==> config.mk <==
export PLATFORM = sky130hd
export DESIGN_NAME = apb_cmd_master
export DESIGN_NICKNAME = d
export VERILOG_FILES = /design/src/rtl/apb_cmd_master.sv
export SDC_FILE = /design/constraint.sdc
export NUM_CORES = 1
export LEC_CHECK = 0
export CORE_ASPECT_RATIO = 0.6
export CORE_MARGIN = 2
export CORE_UTILIZATION = 25
export DETAILED_ROUTE_END_ITERATION = 10
export HOLD_SLACK_MARGIN = 0.12
export PLACE_DENSITY = 0.53
export SYNTH_ARGS = -nofsm -noshare
export SYNTH_HDL_FRONTEND = slang
export SYNTH_SLANG_ARGS = --single-unit
export TNS_END_PERCENT = 30
==> constraint.sdc <==
create_clock -name clk -period 19 [get_ports clk]
set_input_delay 5.7 -clock clk [delete_from_list [all_inputs] [get_ports clk]]
set_output_delay 5.7 -clock clk [all_outputs]
set_load 0.005 [all_outputs]
==> src/rtl/apb_cmd_master.sv <==
// APB initiator: queues read/write commands in a small FIFO and replays them as
// SETUP/ACCESS transfers, returning one response pulse per command.
module apb_cmd_master #(
    parameter int AMBA_ADDR_WIDTH = 20,
    parameter int AMBA_WORD       = 32,
    parameter int FIFO_DEPTH      = 4,
    parameter int TIMEOUT_CYCLES  = 16
) (
    input  logic                       clk,
    input  logic                       rst,
    input  logic                       cmd_valid,
    output logic                       cmd_ready,
    input  logic                       cmd_write,
    input  logic [AMBA_ADDR_WIDTH-1:0] cmd_addr,
    input  logic [AMBA_WORD-1:0]       cmd_wdata,
    output logic                       rsp_valid,
    output logic [AMBA_WORD-1:0]       rsp_rdata,
    output logic                       rsp_err,
    output logic                       busy,
    output logic [AMBA_ADDR_WIDTH-1:0] PADDR,
    output logic [AMBA_WORD-1:0]       PWDATA,
    output logic                       PWRITE,
    output logic                       PSEL,
    output logic                       PENABLE,
    input  logic [AMBA_WORD-1:0]       PRDATA,
    input  logic                       PREADY
);
    localparam int PTR_W = $clog2(FIFO_DEPTH);
    localparam int CNT_W = PTR_W + 1;
    localparam int ENT_W = 1 + AMBA_ADDR_WIDTH + AMBA_WORD;
    localparam int TMO_W = (TIMEOUT_CYCLES > 1) ? $clog2(TIMEOUT_CYCLES) : 1;
    localparam bit TMO_EN = (TIMEOUT_CYCLES != 0);
    localparam logic [TMO_W-1:0] TMO_LAST = TMO_W'(TIMEOUT_CYCLES - 1);
    localparam logic [CNT_W-1:0] CNT_FULL = CNT_W'(FIFO_DEPTH);

    typedef enum logic [1:0] {S_IDLE, S_SETUP, S_ACCESS} state_t;

    state_t                     state_q, state_d;
    logic [ENT_W-1:0]           fifo_mem [FIFO_DEPTH];
    logic [PTR_W-1:0]           wr_ptr_q, wr_ptr_d, rd_ptr_q, rd_ptr_d;
    logic [CNT_W-1:0]           count_q, count_d;
    logic                       rdy_en_q, rdy_en_d;
    logic [AMBA_ADDR_WIDTH-1:0] paddr_q, paddr_d;
    logic [AMBA_WORD-1:0]       pwdata_q, pwdata_d;
    logic                       pwrite_q, pwrite_d;
    logic                       psel_q, psel_d;
    logic                       penable_q, penable_d;
    logic [TMO_W-1:0]           tmo_q, tmo_d;
    logic                       rsp_valid_q, rsp_valid_d;
    logic [AMBA_WORD-1:0]       rsp_rdata_q, rsp_rdata_d;
    logic                       rsp_err_q, rsp_err_d;

    logic                       full, empty, push, pop, load, done;
    logic [ENT_W-1:0]           head;
    logic                       head_write;
    logic [AMBA_ADDR_WIDTH-1:0] head_addr;
    logic [AMBA_WORD-1:0]       head_wdata;

    assign full       = (count_q == CNT_FULL);
    assign empty      = (count_q == '0);
    // Ready is held off until the first edge after reset releases.
    assign cmd_ready  = rdy_en_q & ~full;
    assign push       = cmd_valid & cmd_ready;
    assign head       = fifo_mem[rd_ptr_q];
    assign head_write = head[ENT_W-1];
    assign head_addr  = head[ENT_W-2 -: AMBA_ADDR_WIDTH];
    assign head_wdata = head[AMBA_WORD-1:0];

    always_ff @(posedge clk) begin
        if (push) begin
            fifo_mem[wr_ptr_q] <= {cmd_write, cmd_addr, cmd_wdata};
        end
    end

    always_comb begin
        state_d     = state_q;
        paddr_d     = paddr_q;
        pwdata_d    = pwdata_q;
        pwrite_d    = pwrite_q;
        psel_d      = psel_q;
        penable_d   = penable_q;
        tmo_d       = tmo_q;
        rsp_valid_d = 1'b0;
        rsp_rdata_d = '0;
        rsp_err_d   = 1'b0;
        load        = 1'b0;
        done        = 1'b0;
        rdy_en_d    = 1'b1;
        case (state_q)
            S_IDLE: begin
                psel_d    = 1'b0;
                penable_d = 1'b0;
                load      = ~empty;
            end
            S_SETUP: begin
                state_d   = S_ACCESS;
                penable_d = 1'b1;
            end
            S_ACCESS: begin
                if (PREADY) begin
                    done        = 1'b1;
                    rsp_valid_d = 1'b1;
                    rsp_rdata_d = pwrite_q ? '0 : PRDATA;
                end else if (TMO_EN && (tmo_q == TMO_LAST)) begin
                    done        = 1'b1;
                    rsp_valid_d = 1'b1;
                    rsp_err_d   = 1'b1;
                end else begin
                    tmo_d = tmo_q + 1'b1;
                end
                if (done) begin
                    tmo_d = '0;
                    if (!empty) begin
                        load = 1'b1;
                    end else begin
                        state_d   = S_IDLE;
                        psel_d    = 1'b0;
                        penable_d = 1'b0;
                    end
                end
            end
            default: state_d = S_IDLE;
        endcase
        // Popping the head straight into the address/data registers doubles as
        // the registered FIFO read, so SETUP always sees stable bus values.
        if (load) begin
            state_d   = S_SETUP;
            psel_d    = 1'b1;
            penable_d = 1'b0;
            pwrite_d  = head_write;
            paddr_d   = head_addr;
            pwdata_d  = head_write ? head_wdata : '0;
        end
        pop      = load;
        wr_ptr_d = wr_ptr_q + PTR_W'(push);
        rd_ptr_d = rd_ptr_q + PTR_W'(pop);
        count_d  = count_q + CNT_W'(push) - CNT_W'(pop);
    end

    always_ff @(posedge clk) begin
        if (rst) begin
            state_q     <= S_IDLE;
            wr_ptr_q    <= '0;
            rd_ptr_q    <= '0;
            count_q     <= '0;
            rdy_en_q    <= 1'b0;
            paddr_q     <= '0;
            pwdata_q    <= '0;
            pwrite_q    <= 1'b0;
            psel_q      <= 1'b0;
            penable_q   <= 1'b0;
            tmo_q       <= '0;
            rsp_valid_q <= 1'b0;
            rsp_rdata_q <= '0;
            rsp_err_q   <= 1'b0;
        end else begin
            state_q     <= state_d;
            wr_ptr_q    <= wr_ptr_d;
            rd_ptr_q    <= rd_ptr_d;
            count_q     <= count_d;
            rdy_en_q    <= rdy_en_d;
            paddr_q     <= paddr_d;
            pwdata_q    <= pwdata_d;
            pwrite_q    <= pwrite_d;
            psel_q      <= psel_d;
            penable_q   <= penable_d;
            tmo_q       <= tmo_d;
            rsp_valid_q <= rsp_valid_d;
            rsp_rdata_q <= rsp_rdata_d;
            rsp_err_q   <= rsp_err_d;
        end
    end

    assign busy      = ~empty | (state_q != S_IDLE);
    assign PADDR     = paddr_q;
    assign PWDATA    = pwdata_q;
    assign PWRITE    = pwrite_q;
    assign PSEL      = psel_q;
    assign PENABLE   = penable_q;
    assign rsp_valid = rsp_valid_q;
    assign rsp_rdata = rsp_rdata_q;
    assign rsp_err   = rsp_err_q;

endmodule

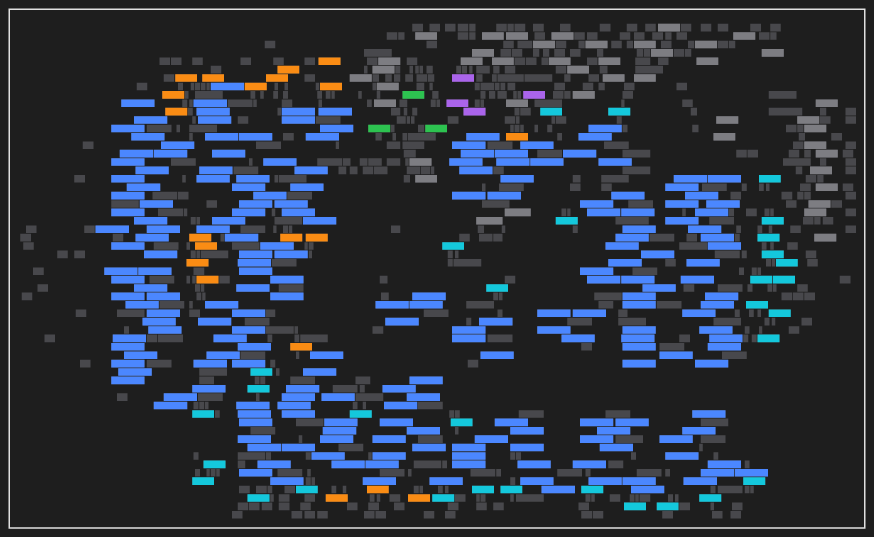
Run 1: where the registers sit
Other sequential cells in the stronger gray, the rest of the logic in the fainter gray.
| color | netlist name | sequential cells |
|---|---|---|
| cyan | `PWDATA` | 32 |
| blue | `fifo_mem` | 212 |
| orange | `PADDR` | 20 |
| purple | `tmo_q` | 4 |
| green | `count_q` | 3 |

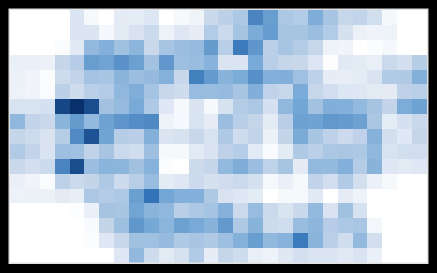
Run 1: wire density map
28 x 17 tiles, from white (low) to dark blue (high), scaled to the fullest tile. Values are wire area over tile area, all layers added.
fullest tile: 0.36
nearly empty tiles: 14%
densest ninth of the die: middle left

==> flow_summary.yaml, run 1 <==
# yosys + openroad results
sta:
  fin_setup_tns_ns: 0
  setup_viol: 0
  setup_ws_ns: 9.871
  worst_slew_pin_slew_ns: 0.9403
  min_period_ns: 9.129
  post-route-period-util_pct: 48.05
  slew_headroom_pct: 37.31
placement:
  place_congestion: 0.6781
  postPlaceCellArea_mm2: 0.01357
  placed_cells: 1391
  preCtsSetupSlack_ns: 9.264
synthesis:
  synth_stat.cells: 662
  yosys.area.top_type: "edfxtp_1"
  aoi_share_pct: 3.076
  syn_nets: 757
  simple_gate_area_share_pct: 7.544
  synth_cells: 662
  yosys_warnings: 0
  ys_area_mm2: 0.01115
  syn_area_per_cell_um2: 16.84
  synth.cell_area_mm2: 0.01115
  synth.distinct_cells: 33
  ff_type: "edfxtp_1"
  ys_sh_mux_pct: 10.71
  netlist_top_cells_area: "edfxtp_1 (57%), dfxtp_1 (19%), mux4_2 (11%), nand2_1 (2.7%), a21oi_1 (2.6%)"
  ys_sh_xor_pct: 0.3143
clocking:
  clockBufferDepth: 3
  cts.sinks: 315
  ctsResizeCount: 0
  postCtsSetupRepairBufs: 0
  cts_tree: "built"
  hold_buffers: 0
power:
  p_int_uw: 1399
  p_per_area_mw_per_mm2: 131.1
  vdd_drop_max_mv: 0.06106
  clkPwrFrac_pct: 34.0
  pwr-share-seq_pct: 44.6
  power_switching_uw: 525.9
  totalPowerFinal_uw: 1924
layout:
  area_delta_synth_final_pct: 31.69
  lay_top_count: "edfxtp_1"
  instances_no_fill: 1453
  lay_top_cells: "edfxtp_1 (212), clkdlybuf4s50_1 (178), dfxtp_1 (101), nand2_1 (80), a21oi_1 (59)"
  fin_area_mm2: 0.01468
route:
  highest_layer: "met5"
  postRouteAntennaNets: 0
  first_pass_iters: 4
  route.met3.wl_um: 1579
  wl_met2_um: 11760
  wirelength_um: 26250
  met1Wirelength_um: 12390
worst_hold_path:
  hold_start: "PWDATA[15]$_SDFFE_PP0P_"
  hold_class: "register to register"
critical_path:
  cp_slowest_cell: "clkinv_4"
  cp_max_fo: 56
  cp_top_family: "buffers and inverters"
  cp-end-kind: "register"
  critPathRequiredTime_ns: 19.37
  path_class: "primary input to register"
  max_stage_delay_ns: 0.67
  r2r.worst_path.cells: 12
grt:
  antenna_found_initial: 5
  grt_overflow_total: 0
  grt_max_degree: 72
  grt_pass1_vias: 6354
floorplan:
  num_io_pins: 180
  fp.dieH_um: 167.6
outcome:
  status: "complete, no violations"
flow_run:
  maxCapViolCount: 0
  warnings: 26
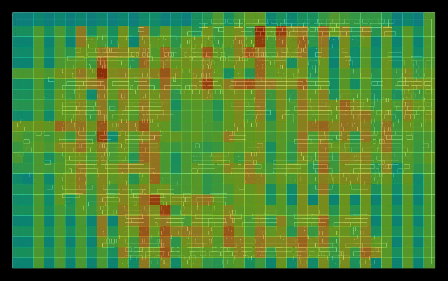
Run 1: routing congestion
gr usage total: 11.24%
grt met2 use: 17.37%
Finished Core Util: 33.64%
M3 GR Usage: 3.642%

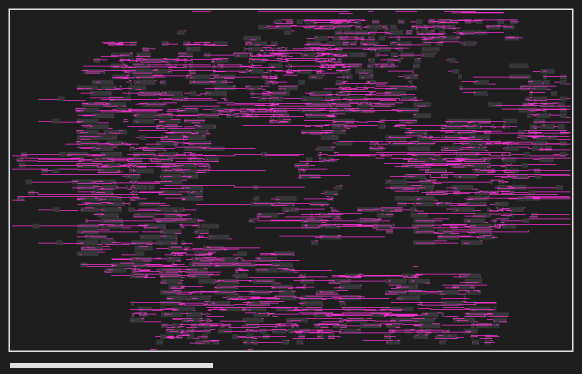
Run 1: the metal 1 layer
The bar under the picture is 100 um long. Cells faint in the background.
main direction: horizontal
longest straight run: 63.0 um

-- run 1: final cells by class --
class                   instances  area, um2
diodes                          1      2.502
fillers                      4179      28950
clock buffers                  51      996.0
multi-input cells             303       2525
inverters                       6      27.53
flip-flops and latches        315       8436
clock inverters                10      110.1
well taps                     579      724.4
repair buffers                188       1857
-- run 1: power groups by stage --
stage | logic (uW) | clock network, uW | registers, uW
2_1_floorplan | 267 | 0 | 845
3_3_place_gp | 423 | 0 | 875
3_5_place_dp | 425 | 0 | 876
4_1_cts | 426 | 677 | 862
5_1_grt | 458 | 705 | 870
6_report | 412 | 653 | 859
-- run 1: sequential cells by signal (all words and copies together), names as in the netlist, 2 cells and up --
register   cells
PADDR         20
rd_ptr_q       2
state_q        2
count_q        3
PWDATA        32
fifo_mem     212
tmo_q          4
rsp_rdata     32
wr_ptr_q       2
==> run 2: changes to the inputs <==
Clock period 19 ns to 8.94 ns, I/O delays scaled along.
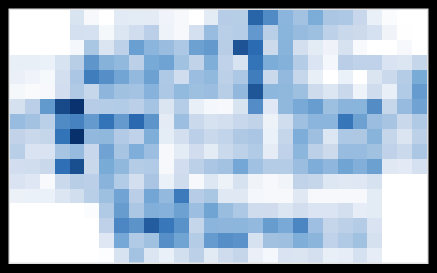
Run 2: wire density map
28 x 17 tiles, from white (low) to dark blue (high), scaled to the fullest tile. Values are wire area over tile area, all layers added.
densest ninth of the die: middle left
nearly empty tiles: 14%
mean over tiles: 0.092
tiles over half the peak: 13%
emptiest ninth of the die: lower right

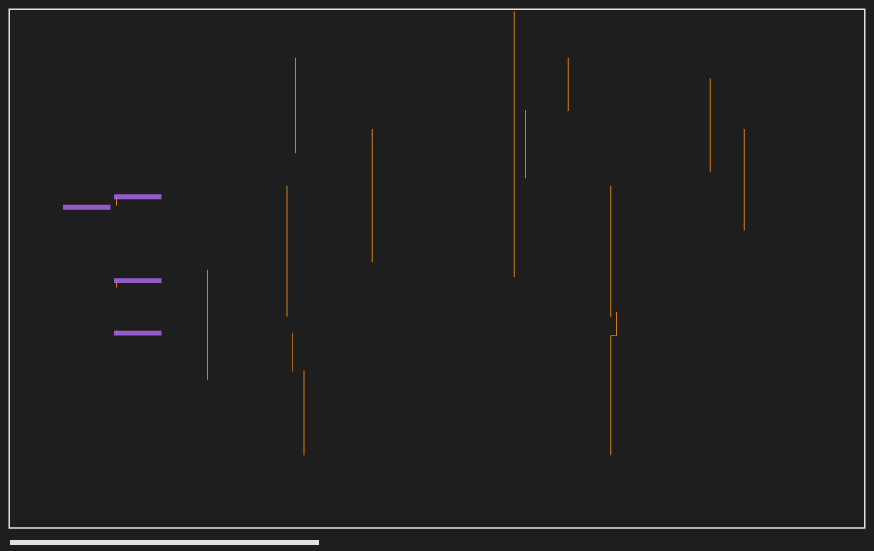
Run 2: metal layers overlaid
The bar under the picture is 100 um long. Only two layers are drawn.
| color | layer | wire length |
|---|---|---|
| purple | M5 | 55.2 um |
| orange | M4 | 473 um |

==> run 2 against run 1 <==
  * Area after synthesis stayed put
  * Register-to-register slack worse by 10 ns
  * Die size stayed put
  * Critical path type unchanged
  * Critical endpoint unchanged
==> flow_summary.yaml, run 2 <==
# yosys + openroad results
synthesis:
  ys_sh_mux_pct: 10.71
  ys_area_mm2: 0.01115
  syn_nets: 757
  yosys_warnings: 0
  synth_cells: 662
  ys_sh_xor_pct: 0.3143
  synth.cell_area_mm2: 0.01115
  synth_stat.cells: 662
  syn_area_per_cell_um2: 16.84
  aoi_share_pct: 3.076
  ff_type: "edfxtp_1"
  simple_gate_area_share_pct: 7.544
  synth.distinct_cells: 33
  netlist_top_cells_area: "edfxtp_1 (57%), dfxtp_1 (19%), mux4_2 (11%), nand2_1 (2.7%), a21oi_1 (2.6%)"
  yosys.area.top_type: "edfxtp_1"
placement:
  placed_cells: 1391
  postPlaceCellArea_mm2: 0.01357
  io_buffers: 179
  place_congestion: 0.6833
  preCtsSetupSlack_ns: 2.183
layout:
  largest_register_ffs: 212
  lay_top_count: "edfxtp_1"
  area_delta_synth_final_pct: 32.23
  fin_area_mm2: 0.01474
  fillers: 4142
  top_register: "fifo_mem"
  instances_no_fill: 1455
  final_core_util_pct: 33.78
  final_nets: 944
sta:
  slew_headroom_pct: 37.13
  setup_viol: 0
  setup_ws_ns: 2.791
  min_period_ns: 6.149
  post-route-period-util_pct: 68.78
  worst_slew_pin_slew_ns: 0.9431
  fin_setup_tns_ns: 0
critical_path:
  r2r-end: "count_q[2]$_SDFF_PP0_"
  cp_top_family: "buffers and inverters"
  cp-end-kind: "register"
  cp_max_fo: 56
  max_stage_delay_ns: 0.66
  critPathRequiredTime_ns: 9.31
  path_class: "primary input to register"
  endpoint: "count_q[2]$_SDFF_PP0_"
  r2r.worst_path.cells: 12
power:
  p_int_uw: 3034
  p_per_area_mw_per_mm2: 282.0
  power_switching_uw: 1122
  clkPwrFrac_pct: 34.9
  vdd_drop_max_mv: 0.1611
  totalPowerFinal_uw: 4156
route:
  met1Wirelength_um: 12280
  highest_layer: "met5"
  wl_met2_um: 11830
  wirelength_um: 26290
  first_pass_iters: 4
  route.met3.wl_um: 1653
  postRouteAntennaNets: 0
floorplan:
  fp.dieH_um: 167.6
  num_io_pins: 180
  die_x_um: 276.6
  fp_util_pct: 25.55
grt:
  met3_usage_pct: 3.795
  grt_max_degree: 72
  antenna_found_initial: 5
  grtUsageTotal_pct: 11.33
  grt_use_met2_pct: 17.45
  grtUsageMet1_pct: 15.32
  grt_pass1_vias: 6420
  grt_overflow_total: 0
clocking:
  cts_tree: "built"
  postCtsSetupRepairBufs: 0
  hold_buffers: 0
  clockBufferDepth: 3
  cts.sinks: 315
  ctsResizeCount: 0
worst_hold_path:
  hold_start: "PWDATA[15]$_SDFFE_PP0P_"
  hold_class: "register to register"
outcome:
  status: "complete, no violations"
flow_run:
  warnings: 26
  maxCapViolCount: 0
[run 2: cell type report]
cell class | instances | area (um2) | share of cell area (%)
clock buffer | 49 | 991.0 | 6.724
multi-input combinational | 303 | 2525 | 17.13
clock inverter | 14 | 175.2 | 1.189
inverter | 6 | 27.53 | 0.1868
antenna | 1 | 2.502 | 0.01698
sequential | 315 | 8436 | 57.24
tap | 579 | 724.4 | 4.916
timing repair buffer | 188 | 1857 | 12.60
[run 2: power groups by stage]
stage                     sequential [uW]  combinational (uW)  clock [uW]
after CTS                            1830                 913        1510
after global placement               1860                 900           0
after floorplan                      1800                 567           0
after global routing                 1850                 976        1570
final                                1830                 881        1450
after detailed placement             1860                 906           0
[run 2: worst min-delay path: stages, from the launching register on]
cell and delay [ns]:
dfxtp_1 0.31, nand2_1 0.05, a21oi_1 0.05
Power figures rest on the tool's default switching activity, not on a simulated workload.
